--- config.mk ---
export PLATFORM = sky130hd
export DESIGN_NAME = insert_stuff_flat
export DESIGN_NICKNAME = d
export VERILOG_FILES = /design/src/rtl/insert_stuff_pkg.sv /design/src/rtl/insert_stuff_if.sv /design/src/rtl/insert_stuff_sync_word_fifo.sv /design/src/rtl/insert_stuff.sv /design/src/flat_wrapper.sv
export SDC_FILE = /design/constraint.sdc
export NUM_CORES = 1
export LEC_CHECK = 0
export ABC_AREA = 1
export CORE_ASPECT_RATIO = 0.75
export CORE_MARGIN = 1
export CORE_UTILIZATION = 33
export DETAILED_ROUTE_END_ITERATION = 16
export HOLD_SLACK_MARGIN = 0.02
export PLACE_DENSITY_LB_ADDON = 0.05
export SLEW_MARGIN = 30
export SYNTH_ARGS = -nofsm -noshare
export SYNTH_HDL_FRONTEND = slang
export SYNTH_SLANG_ARGS = --single-unit
--- constraint.sdc ---
create_clock -name clk -period 13.7 [get_ports clk]
set_clock_uncertainty 0.05 [all_clocks]
set_input_delay 2.74 -clock clk [delete_from_list [all_inputs] [get_ports clk]]
set_output_delay 2.74 -clock clk [all_outputs]
set_load 0.05 [all_outputs]
--- src/rtl/insert_stuff_pkg.sv ---
// Shared definitions for the JPEG byte-serialiser / 0xFF stuffer.
package insert_stuff_pkg;

  localparam int unsigned BYTE_W         = 8;
  localparam int unsigned WORD_W         = 32;
  localparam int unsigned FIFO_W         = 2 * WORD_W;

  localparam logic [BYTE_W-1:0] STUFF_BYTE  = 8'h00;
  localparam logic [BYTE_W-1:0] MARKER_BYTE = 8'hFF;

  // Emit engine state; the byte index is carried alongside in byte_idx_t
  typedef enum logic [1:0] {
    ST_IDLE  = 2'd0,
    ST_BYTE  = 2'd1,
    ST_STUFF = 2'd2
  } state_t;

  typedef logic [1:0] byte_idx_t;
  localparam byte_idx_t LAST_IDX = 2'd3;

  // One FIFO entry: data word and its per-byte stuff-suppress mask
  typedef struct packed {
    logic [WORD_W-1:0] data;
    logic [WORD_W-1:0] nostuff;
  } fifo_word_t;

  // Byte k of a word, k=0 being the most significant byte
  function automatic logic [BYTE_W-1:0] byte_sel(input logic [WORD_W-1:0] w,
                                                 input byte_idx_t k);
    logic [BYTE_W-1:0] b;
    b = '0;
    case (k)
      2'd0:    b = w[31:24];
      2'd1:    b = w[23:16];
      2'd2:    b = w[15:8];
      default: b = w[7:0];
    endcase
    return b;
  endfunction

  // A data byte needs a trailing stuff byte unless its mask byte is nonzero
  function automatic logic stuff_needed(input logic [BYTE_W-1:0] b,
                                        input logic [BYTE_W-1:0] m);
    return (b == MARKER_BYTE) && (m == '0);
  endfunction

endpackage

--- src/rtl/insert_stuff_if.sv ---
// Producer-side word interface and output byte stream of insert_stuff.
interface insert_stuff_if;
  import insert_stuff_pkg::*;

  logic                enqueue;
  logic [WORD_W-1:0]   wdata;
  logic [WORD_W-1:0]   wdata_nostuff;
  logic                valid;
  logic [BYTE_W-1:0]   rdata;

  modport master (
    output enqueue, wdata, wdata_nostuff,
    input  valid, rdata
  );

  modport slave (
    input  enqueue, wdata, wdata_nostuff,
    output valid, rdata
  );

endinterface

--- src/rtl/insert_stuff_sync_word_fifo.sv ---
// Synchronous first-word-fall-through FIFO. Pointers carry one extra wrap
// bit so full and empty are distinguishable without a counter.
module sync_word_fifo #(
  parameter int unsigned DEPTH = 16,
  parameter int unsigned WIDTH = 64
) (
  input  logic             clk,
  input  logic             rst,
  input  logic             push,
  input  logic [WIDTH-1:0] din,
  input  logic             pop,
  output logic [WIDTH-1:0] dout,
  output logic             full,
  output logic             empty
);

  localparam int unsigned AW = $clog2(DEPTH);

  logic [AW:0]      wr_ptr;
  logic [AW:0]      rd_ptr;
  logic [WIDTH-1:0] mem [DEPTH];
  logic             wr_en;
  logic             rd_en;

  // Flags and head word; a full FIFO still accepts a push on a popping cycle
  always_comb begin
    empty = (wr_ptr == rd_ptr);
    full  = (wr_ptr[AW] != rd_ptr[AW]) && (wr_ptr[AW-1:0] == rd_ptr[AW-1:0]);
    wr_en = push && (!full || pop);
    rd_en = pop && !empty;
    dout  = mem[rd_ptr[AW-1:0]];
  end

  // Storage array, written only on accepted pushes
  always_ff @(posedge clk) begin
    if (wr_en) begin
      mem[wr_ptr[AW-1:0]] <= din;
    end
  end

  // Read/write pointers, wrapping mod 2*DEPTH
  always_ff @(posedge clk or posedge rst) begin
    if (rst) begin
      wr_ptr <= '0;
      rd_ptr <= '0;
    end else begin
      if (wr_en) wr_ptr <= wr_ptr + 1'b1;
      if (rd_en) rd_ptr <= rd_ptr + 1'b1;
    end
  end

endmodule

--- src/rtl/insert_stuff.sv ---
// insert_stuff: serialises buffered 32-bit bitstream words into bytes, MSB
// byte first, inserting 0x00 after every unmasked 0xFF byte.
// Optional feature macro: INSERT_STUFF_OVERFLOW_CHECK_EN adds a sticky
// 'overflow' flag and a simulation-time report of every dropped word.
module insert_stuff
  import insert_stuff_pkg::*;
#(
  parameter int unsigned DEPTH = 16
) (
  input  logic          clk,
  input  logic          rst,
  insert_stuff_if.slave bus
);

  logic [FIFO_W-1:0] head_raw;
  fifo_word_t        head;
  fifo_word_t        cur;
  logic              full;
  logic              empty;
  logic              pop;

  state_t            state;
  byte_idx_t         idx;
  logic              valid_q;
  logic [BYTE_W-1:0] rdata_q;

  logic [BYTE_W-1:0] cur_byte;
  logic [BYTE_W-1:0] cur_mask;
  logic              need_stuff;
  logic              word_done;

  sync_word_fifo #(
    .DEPTH (DEPTH),
    .WIDTH (FIFO_W)
  ) u_fifo (
    .clk   (clk),
    .rst   (rst),
    .push  (bus.enqueue),
    .din   ({bus.wdata, bus.wdata_nostuff}),
    .pop   (pop),
    .dout  (head_raw),
    .full  (full),
    .empty (empty)
  );

  // Current byte decode and pop decision: a new word is taken when idle or
  // when the last byte (or its stuff byte) of the current word is going out
  always_comb begin
    head       = fifo_word_t'(head_raw);
    cur_byte   = byte_sel(cur.data, idx);
    cur_mask   = byte_sel(cur.nostuff, idx);
    need_stuff = (state == ST_BYTE) && stuff_needed(cur_byte, cur_mask);
    word_done  = ((state == ST_BYTE) && (idx == LAST_IDX) && !need_stuff) ||
                 ((state == ST_STUFF) && (idx == LAST_IDX));
    pop        = ((state == ST_IDLE) || word_done) && !empty;
  end

  // Emit engine with registered byte output lagging the state by one cycle
  always_ff @(posedge clk or posedge rst) begin
    if (rst) begin
      state   <= ST_IDLE;
      idx     <= '0;
      cur     <= '0;
      valid_q <= 1'b0;
      rdata_q <= '0;
    end else begin
      valid_q <= (state != ST_IDLE);
      rdata_q <= (state == ST_BYTE) ? cur_byte : STUFF_BYTE;
      if (pop) begin
        state <= ST_BYTE;
        idx   <= '0;
        cur   <= head;
      end else begin
        case (state)
          ST_BYTE: begin
            if (need_stuff) begin
              state <= ST_STUFF;
            end else if (idx != LAST_IDX) begin
              idx <= idx + 1'b1;
            end else begin
              state <= ST_IDLE;
            end
          end
          ST_STUFF: begin
            if (idx != LAST_IDX) begin
              state <= ST_BYTE;
              idx   <= idx + 1'b1;
            end else begin
              state <= ST_IDLE;
            end
          end
          default: state <= ST_IDLE;
        endcase
      end
    end
  end

  assign bus.valid = valid_q;
  assign bus.rdata = rdata_q;

`ifdef INSERT_STUFF_OVERFLOW_CHECK_EN
  logic overflow;
  logic drop;

  assign drop = bus.enqueue && full && !pop;

  // Sticky record that at least one word was dropped since reset
  always_ff @(posedge clk or posedge rst) begin
    if (rst) begin
      overflow <= 1'b0;
    end else if (drop) begin
      overflow <= 1'b1;
    end
  end

`ifndef SYNTHESIS
  // Report each dropped word during simulation
  always_ff @(posedge clk) begin
    if (!rst && drop) begin
      $error("insert_stuff: FIFO full, dropped word %h mask %h",
             bus.wdata, bus.wdata_nostuff);
    end
  end
`endif
`endif

endmodule

--- src/flat_wrapper.sv ---
// flat-port wrapper written by rule: the top's interface ports become plain ports
module insert_stuff_flat import insert_stuff_pkg::*;
#(
  parameter int unsigned DEPTH = 16
)
  (clk, rst, bus_enqueue, bus_wdata, bus_wdata_nostuff, bus_valid, bus_rdata);
  insert_stuff_if bus_i ();
  input  logic clk;
  input  logic rst;
  input wire logic [$bits(bus_i.enqueue)-1:0] bus_enqueue;
  input wire logic [$bits(bus_i.wdata)-1:0] bus_wdata;
  input wire logic [$bits(bus_i.wdata_nostuff)-1:0] bus_wdata_nostuff;
  output wire logic [$bits(bus_i.valid)-1:0] bus_valid;
  output wire logic [$bits(bus_i.rdata)-1:0] bus_rdata;
  assign bus_i.enqueue = bus_enqueue;
  assign bus_i.wdata = bus_wdata;
  assign bus_i.wdata_nostuff = bus_wdata_nostuff;
  assign bus_valid = bus_i.valid;
  assign bus_rdata = bus_i.rdata;
  insert_stuff #(.DEPTH(DEPTH)) u_core (.clk(clk), .rst(rst), .bus(bus_i));
endmodule
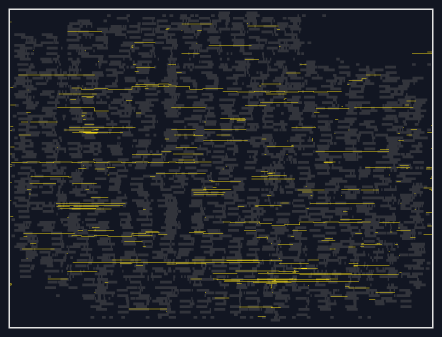
Figure 1: run 1, signal wires on met3.
Scale: 1 px per micron.
main direction: horizontal
share of all routed wire: 4.3%
wire length on this layer: 5210 microns
longest straight run: 187 microns
DRT Wirelength: 121 mm
Vias: 25800
met3 Use GR: 0.0356

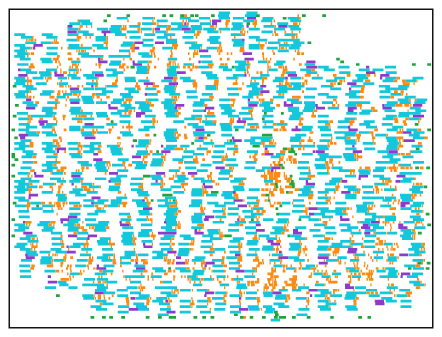
Figure 2: run 1, placed cells, one colour a class.
Scale: 1 px per micron.
[combinational and other logic] orange | cells: 1875 | share of their area: 21%
[other buffers and delay cells] green | cells: 119 | share of their area: 2.5%
[clock drivers and dummy loads] purple | cells: 218 | share of their area: 8.0%
[flops] cyan | cells: 1111 | share of their area: 69%
final instance area: 50100 sq um
total core area: 131000 sq um
fraction of area in registers: 0.658
num rows: 115

==> results.sh, run 1 <==
# source this file to load flow results
export IMPL_clkSinkCount=1111
export IMPL_post_route_drc_count=0
export IMPL_antenna_found_initial=4
export IMPL_status="complete, no violations"
export IMPL_final_cells=5078
export IMPL_grt_max_degree=221
export IMPL_fp_dieW_microns=422
export IMPL_holdPathStages=2
export IMPL_die_height_microns=317
export IMPL_final_nets=3300
export IMPL_comb_power_share=0.288
export IMPL_finalClockPeriodUsage=0.358
export IMPL_crit_path_end_kind="flip-flop"
export IMPL_comb_power_mw=3.00
export IMPL_cts_clk_slew_worst_paths_ns=0.06
export IMPL_synth_area_per_cell_sq_um=13.6
export IMPL_vdd_drop_max_v=0.000139
export IMPL_htree_levels=3
export IMPL_p_switching_mw=3.63
export IMPL_grt_pass1_vias=25700
export IMPL_cpMaxStageDelayCell="buf_4"
export IMPL_cp_max_fo=45
export IMPL_pwr_share_seq=0.413
export IMPL_power_leakage_nw=16.6
export IMPL_min_path_type="reg2reg"
export IMPL_clkPwrFrac=0.299
export IMPL_finalSetupTns_ns=0
export IMPL_cts_hold_fix_buffers=0
export IMPL_crit_type="in2reg"
export IMPL_openroad_warnings=44
export IMPL_tightest_slew_ns=0.949
export IMPL_fmax_mhz=204
export IMPL_async_reset_ff_frac=0.0783
export IMPL_edf_count=1024
export IMPL_grt_usage=0.180
export IMPL_place_congestion=0.794
export IMPL_area_growth_pct=14.7
export IMPL_swShare=0.349
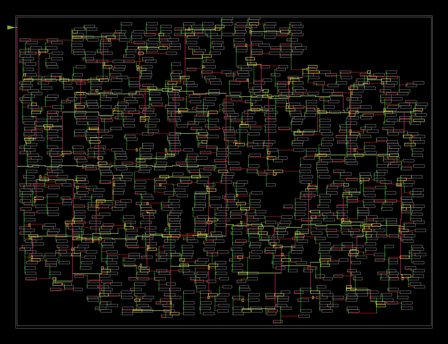
Figure 3: run 1, clock wiring as the flow saved it.
later-pin clock latency in the skew report: 0.73 ns
seq_cells: 1111
# clk buffers: 171
Clk. pwr: 3.12 mW

[run 1: flip-flops by register name, indices dropped and copies added, names as in the netlist]
register              cells
u_core.bus.rdata          8
u_core.state              2
u_core.idx                2
u_core.u_fifo.mem      1024
u_core.u_fifo.rd_ptr      5
u_core.u_fifo.wr_ptr      5
u_core.cur               64
u_core.bus.valid          1
[run 1: layer usage]
metal	share of wire	global-route usage
met5	0	0
met4	0.023	0.0464
met2	0.47	0.295
met1	0.46	0.244
met3	0.043	0.0356
[run 1: final timing paths]
kind	slack, ns	startpoint	endpoint
max	8.79	bus_enqueue	u_core.u_fifo.mem[9][23]
max in group asynchronous	9.82	rst	u_core.u_fifo.rd_ptr[2]
max reg2reg	9.11	u_core.idx[0]	u_core.u_fifo.mem[9][23]
min reg2reg	0.43	u_core.cur[25]	u_core.cur[25]
min in group asynchronous	2.38	rst	u_core.cur[37]
min	0.43	u_core.cur[25]	u_core.cur[25]
[run 1: critical path: cells and delay by family]
kind	cells	cell delay, ns
simple gates	2	0.69
buf+inv	3	1.69
[run 1: logic make-up (layout without fill, tap and decap cells)]
kind of cell | count (synthesis) | after routing | synth area share
buf+inv | 240 | 362 | 0.0236
compound gates | 546 | 546 | 0.0861
xor+xnor | 10 | 10 | 0.00201
mux | 105 | 105 | 0.0241
simple gates | 1177 | 1177 | 0.106
fa+ha+maj | 12 | 12 | 0.00344
flops | 1111 | 1111 | 0.754
[run 1: layout by cell type (no fill, tap or decap), types with 5 or more instances in the layout]
cell and instances:
buf_6 5, clkdlybuf4s50_1 75, nor2_4 17, nand2_2 12
edfxtp_1 1024, o211ai_1 23, clkbuf_8 23, nand3_1 117
o21ai_0 257, clkbuf_1 29, bufinv_16 5, nand2_1 414
dfrtp_1 84, nor2_1 600, mux2i_1 105, clkinv_2 19
o221ai_1 105, xor2_1 6, clkbuf_16 119, clkinv_1 14
o21ai_1 5, buf_4 33, inv_1 16, o32ai_1 151
ha_1 12
[run 1: layout make-up]
type | instances | area [sq um]
Tap cell | 1755 | 2200
Fill cell | 12400 | 81200
Sequential cell | 1111 | 32900
Timing Repair Buffer | 119 | 1190
Inverter | 25 | 113
Clock buffer | 171 | 3400
Clock inverter | 47 | 405
Multi-Input combinational cell | 1850 | 9830
[run 1: per-stage QoR]
step / utilization / setup slack [ns] / cell area [sq um] / hold WS, ns / power [mW]
after global routing: 0.382 / 8.69 / 50100 / 0.450 / 11.0
final: 0.382 / 8.79 / 50100 / 0.429 / 10.4
after detailed placement: 0.352 / 7.97 / 46200 / 0.415 / 7.45
after global placement: 0.352 / 7.99 / 46200 / 0.412 / 7.39
after CTS: 0.381 / 8.79 / 50000 / 0.432 / 10.6
after floorplan: - / 7.50 / 43700 / 0.391 / 6.36
[run 1: cells in the mapped netlist, drive strengths merged (23+ instances only)]
cell / count / area, sq um
nand2: 427 / 1640
nand3: 119 / 606
o32ai: 151 / 1320
o221ai: 105 / 920
nor2: 619 / 2330
buf: 50 / 317
dfrtp: 87 / 2180
clkbuf: 165 / 619
inv: 25 / 96.4
edfxtp: 1024 / 30700
o211ai: 23 / 173
o21ai: 264 / 1330
mux2i: 105 / 1050
==> inputs of run 2 (changes only) <==
Clock period 13.7 ns to 4.4 ns, I/O delays scaled along.
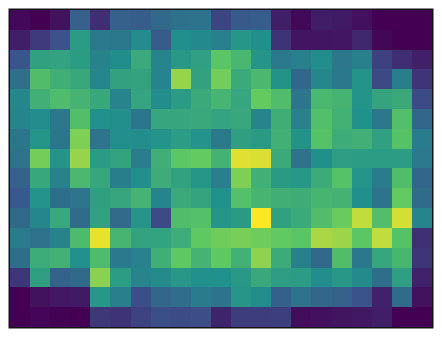
Figure 4: run 2, signal metal coverage by tile.
Scale: 1 px per micron. The die is cut into 21 by 16 equal tiles; dark purple is low, yellow is high, scaled to the fullest tile. Values are wire area over tile area, all layers added.
fullest tile: 0.32
emptiest ninth of the die: north-east
mean over tiles: 0.15
tiles over half the peak: 49%
nearly empty tiles: 4.2%

==> results.sh, run 2 <==
# source this file to load flow results
export IMPL_grt_max_degree=164
export IMPL_mostFrequentLayoutCell="edfxtp_1"
export IMPL_grtUsageMet1=0.258
export IMPL_fmax_mhz=261
export IMPL_crit_path_end_kind="flip-flop"
export IMPL_final_layout_top_logic_cells="1024 x edfxtp_1, 601 x nor2_1, 414 x nand2_1"
export IMPL_synth_area_top_cells="edfxtp_1 70%, nor2_1 5.3%, dfrtp_1 5.0%"
export IMPL_finalClockPeriodUsage=0.870
export IMPL_vdd_drop_max_v=0.000473
export IMPL_crit_type="reg2reg"
export IMPL_layout_setup_ws_ns=0.571
export IMPL_tightest_slew_ns=0.968
export IMPL_design_core_area_sq_um=131000
export IMPL_grt_met3_usage=0.0309
export IMPL_rows=115
export IMPL_cts_hold_fix_buffers=0
export IMPL_die_height_microns=317
export IMPL_cpMaxStageDelayCell="nor2_4"
export IMPL_status="complete, no violations"
export IMPL_openroad_warnings=54
export IMPL_final_nets=3318
export IMPL_antenna_found_initial=2
export IMPL_area_growth_pct=15.1
export IMPL_htree_levels=3
export IMPL_num_vias=26100
export IMPL_post_route_drc_count=0
export IMPL_grt_pass1_vias=26600
export IMPL_drt_wl_total_mm=126
export IMPL_path_delay_family="simple AND/OR/NAND/NOR gates"
export IMPL_clock_latency_ns=0.73
export IMPL_synth_area_per_cell_sq_um=13.6
export IMPL_grt_use_met2=0.310
export IMPL_detailedPlace_worstSlack_ns=0.503
export IMPL_cts_clk_slew_worst_paths_ns=0.06
export IMPL_common_cells="1024 x edfxtp_1, 618 x nor2_1, 414 x nand2_1"
==> run 2: cells by family (layout without fill, tap and decap cells) <==
family / after synthesis / count (layout) / synth area share
and+or+nand+nor: 1177 / 1177 / 0.106
buffers and inverters: 240 / 376 / 0.0236
adders and majority gates: 12 / 12 / 0.00344
muxes: 105 / 105 / 0.0241
xor gates and xnor gates: 10 / 10 / 0.00201
AOI/OAI and AO/OA: 546 / 546 / 0.0861
DFF: 1111 / 1111 / 0.754
other: 0 / 1 / 0
==> run 2: area by class of cell <==
class / instances / area, sq um
fillers: 12500 / 81000
flip-flops and latches: 1111 / 32900
multi-input cells: 1850 / 9830
clock buffers: 154 / 3090
well taps: 1755 / 2200
repair buffers: 136 / 1600
clock inverters: 61 / 478
inverters: 25 / 110
diodes: 1 / 2.50
==> run 2: path summary, 6_finish.rpt <==
path | start | end | slack (ns) | depth (start not counted)
worst max register to register | u_core.idx[0] | u_core.u_fifo.mem[4][56] | 0.57 | 14
worst max-delay path | u_core.idx[0] | u_core.u_fifo.mem[4][56] | 0.57 | 14
min in group asynchronous | rst | u_core.bus.rdata[1] | 0.59 | 2
max in group asynchronous | rst | u_core.cur[51] | 2.87 | 3
worst min register to register | u_core.cur[51] | u_core.cur[51] | 0.43 | 2
worst min-delay path | u_core.cur[51] | u_core.cur[51] | 0.43 | 2
==> run 2: stage by stage <==
stage | std cells | cell area, sq um | power, mW | utilization | hold WS (ns)
global placement | 4871 | 46500 | 23.4 | 0.354 | 0.415
CTS | 5089 | 50200 | 32.9 | 0.382 | 0.432
finish | 5093 | 50200 | 32.4 | 0.383 | 0.425
global route | 5092 | 50200 | 34.2 | 0.383 | 0.444
floorplan | 3201 | 43700 | 19.8 | - | 0.391
detailed placement | 4874 | 46600 | 23.4 | 0.355 | 0.416
==> run 2: layer usage <==
layer,part of all wire,routed length (microns)
met2,0.47,59400
met3,0.043,5450
met1,0.46,58200
met4,0.025,3150
met5,0,0
==> run 2: report_power, final <==
group / switching, mW / total (mW) / internal (mW)
Clock: 4.13 / 9.39 / 5.26
Sequential: 0.476 / 13.2 / 12.8
Combinational: 7.00 / 9.83 / 2.83
Total: 11.6 / 32.4 / 20.8
==> run 2: worst register-to-register path, cell delays in order, from the launching register on <==
cell and delay, ns:
dfrtp_1 0.43, ha_1 0.36, inv_2 0.18, or2_2 0.30, o21ai_1 0.12, nor2_1 0.08, nand2_1 0.07, nor2_2 0.05
nand2_2 0.07, nand3_2 0.11, nand4_2 0.17, nand2_1 0.09, buf_4 0.24, nor2_4 0.72, buf_12 0.38
==> inputs of run 3 (changes only) <==
Settings changed: REMOVE_ABC_BUFFERS set to 1.
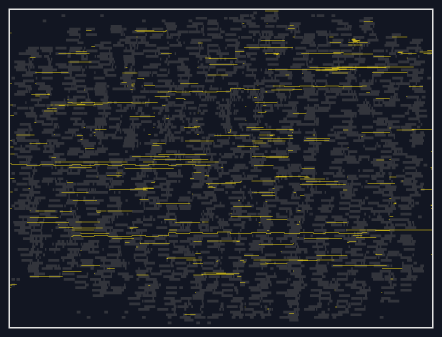
Figure 5: run 3, signal wires on met3.
Scale: 1 px per micron.
Vias: 26300
DRT Wirelength: 127 mm
met3 Use GR: 0.0290

==> results.sh, run 3 <==
# source this file to load flow results
export IMPL_status="complete, no violations"
export IMPL_logic_area_sq_um=9830
export IMPL_final_layout_top_logic_cells="1024 x edfxtp_1, 601 x nor2_1, 414 x nand2_1"
export IMPL_crit_type="reg2reg"
export IMPL_fp_dieW_microns=422
export IMPL_clock_latency_ns=0.72
export IMPL_detailedPlace_worstSlack_ns=0.400
export IMPL_edf_count=1024
export IMPL_regToRegStartpoint="u_core.idx[0]"
export IMPL_final_cells=5097
export IMPL_async_reset_ff_frac=0.0783
export IMPL_finalSetupTns_ns=0
export IMPL_grt_max_degree=221
export IMPL_post_route_drc_count=0
export IMPL_p_int_mw=21.3
export IMPL_openroad_warnings=45
export IMPL_fmax_mhz=252
export IMPL_fin_total_pwr_mw=33.0
export IMPL_layout_setup_ws_ns=0.424
export IMPL_tightest_slew_ns=1.10
export IMPL_synth_area_per_cell_sq_um=13.6
export IMPL_cts_hold_fix_buffers=0
export IMPL_final_util=0.384
export IMPL_place_area_sq_um=46500
export IMPL_cp_startpoint="u_core.idx[0]"
export IMPL_design_core_area_sq_um=131000
export IMPL_register_area_sq_um=32900
export IMPL_dp_cells=4880
export IMPL_min_path_type="reg2reg"
export IMPL_top_cell="edfxtp_1"
export IMPL_cts_clk_slew_worst_paths_ns=0.06
export IMPL_final_nets=3321
export IMPL_antenna_found_initial=6
export IMPL_synth_area_top_cells="edfxtp_1 70%, nor2_1 5.3%, dfrtp_1 5.0%"
export IMPL_hp_start="u_core.cur[32]"
export IMPL_pwr_share_seq=0.403
export IMPL_grt_usage=0.189
export IMPL_final_area_sq_um=50400
export IMPL_fill_cells=12500
export IMPL_clkPwrFrac=0.297
export IMPL_vdd_drop_max_v=0.000473
export IMPL_synth_area_leader_cell="edfxtp_1"
export IMPL_area_growth_pct=15.3
export IMPL_top_area_frac=0.704
export IMPL_crit_path_end_kind="flip-flop"
export IMPL_finalClockPeriodUsage=0.904
export IMPL_grt_pass1_vias=26300
export IMPL_rows=115
## run 3: cell families after synthesis
| logic type | Yosys count | synth area share |
|---|---|---|
| multiplexers | 105 | 0.0241 |
| buffers and inverters | 240 | 0.0236 |
| AND-OR/OR-AND | 546 | 0.0861 |
| flip-flops | 1111 | 0.754 |
| AND/OR/NAND/NOR | 1177 | 0.106 |
| XOR/XNOR | 10 | 0.00201 |
| adder cells (fa/ha/maj) | 12 | 0.00344 |
## run 3: critical path: stages, from the launching register on
cell and delay, ns:
dfrtp_1 0.41, ha_1 0.34, inv_2 0.18, or2_2 0.30
o21ai_1 0.12, nor2_1 0.08, nand2_1 0.07, nor2_2 0.05
nand2_2 0.07, nand3_2 0.09, nand4_2 0.15, nand2_1 0.11
buf_12 0.21, nor2_4 0.65, buf_4 0.65
## run 3: layer usage
| metal | track usage | vias to the layer above | wire length, microns |
|---|---|---|---|
| met1 | 0.277 | 13600 | 62000 |
| li1 | - | 12000 | - |
| met4 | 0.0408 | 0 | 2520 |
| met5 | 0 | - | 0 |
| met2 | 0.297 | 539 | 57700 |
| met3 | 0.0290 | 175 | 4920 |
## run 3: area by class of cell
type	instances	area share
sequential	1111	0.654
multi-input combinational	1850	0.195
clock buffer	151	0.0621
tap	1755	0.0436
timing repair buffer	141	0.0301
clock inverter	63	0.0127
inverter	25	0.00221
antenna	1	0.0000497
## run 3: path summary, 6_finish.rpt
kind                                            end  slack, ns  depth (start not counted)
min in group asynchronous            u_core.cur[12]       0.58                          2
hold / removal                       u_core.cur[32]       0.43                          2
setup reg to reg           u_core.u_fifo.mem[9][27]       0.42                         14
max in group asynchronous       u_core.bus.rdata[6]       2.87                          3
setup / recovery           u_core.u_fifo.mem[9][27]       0.42                         14
hold reg to reg                      u_core.cur[32]       0.43                          2
## run 3: power by group through the flow
stage	combinational, mW	sequential, mW	clock (mW)
floorplan	4.40	13.9	0
global placement	9.98	13.5	0
detailed placement	10.0	13.5	0
CTS	10.1	13.3	10.1
global route	10.9	13.4	10.5
finish	9.89	13.3	9.81
Power and IR drop assume default switching activity.
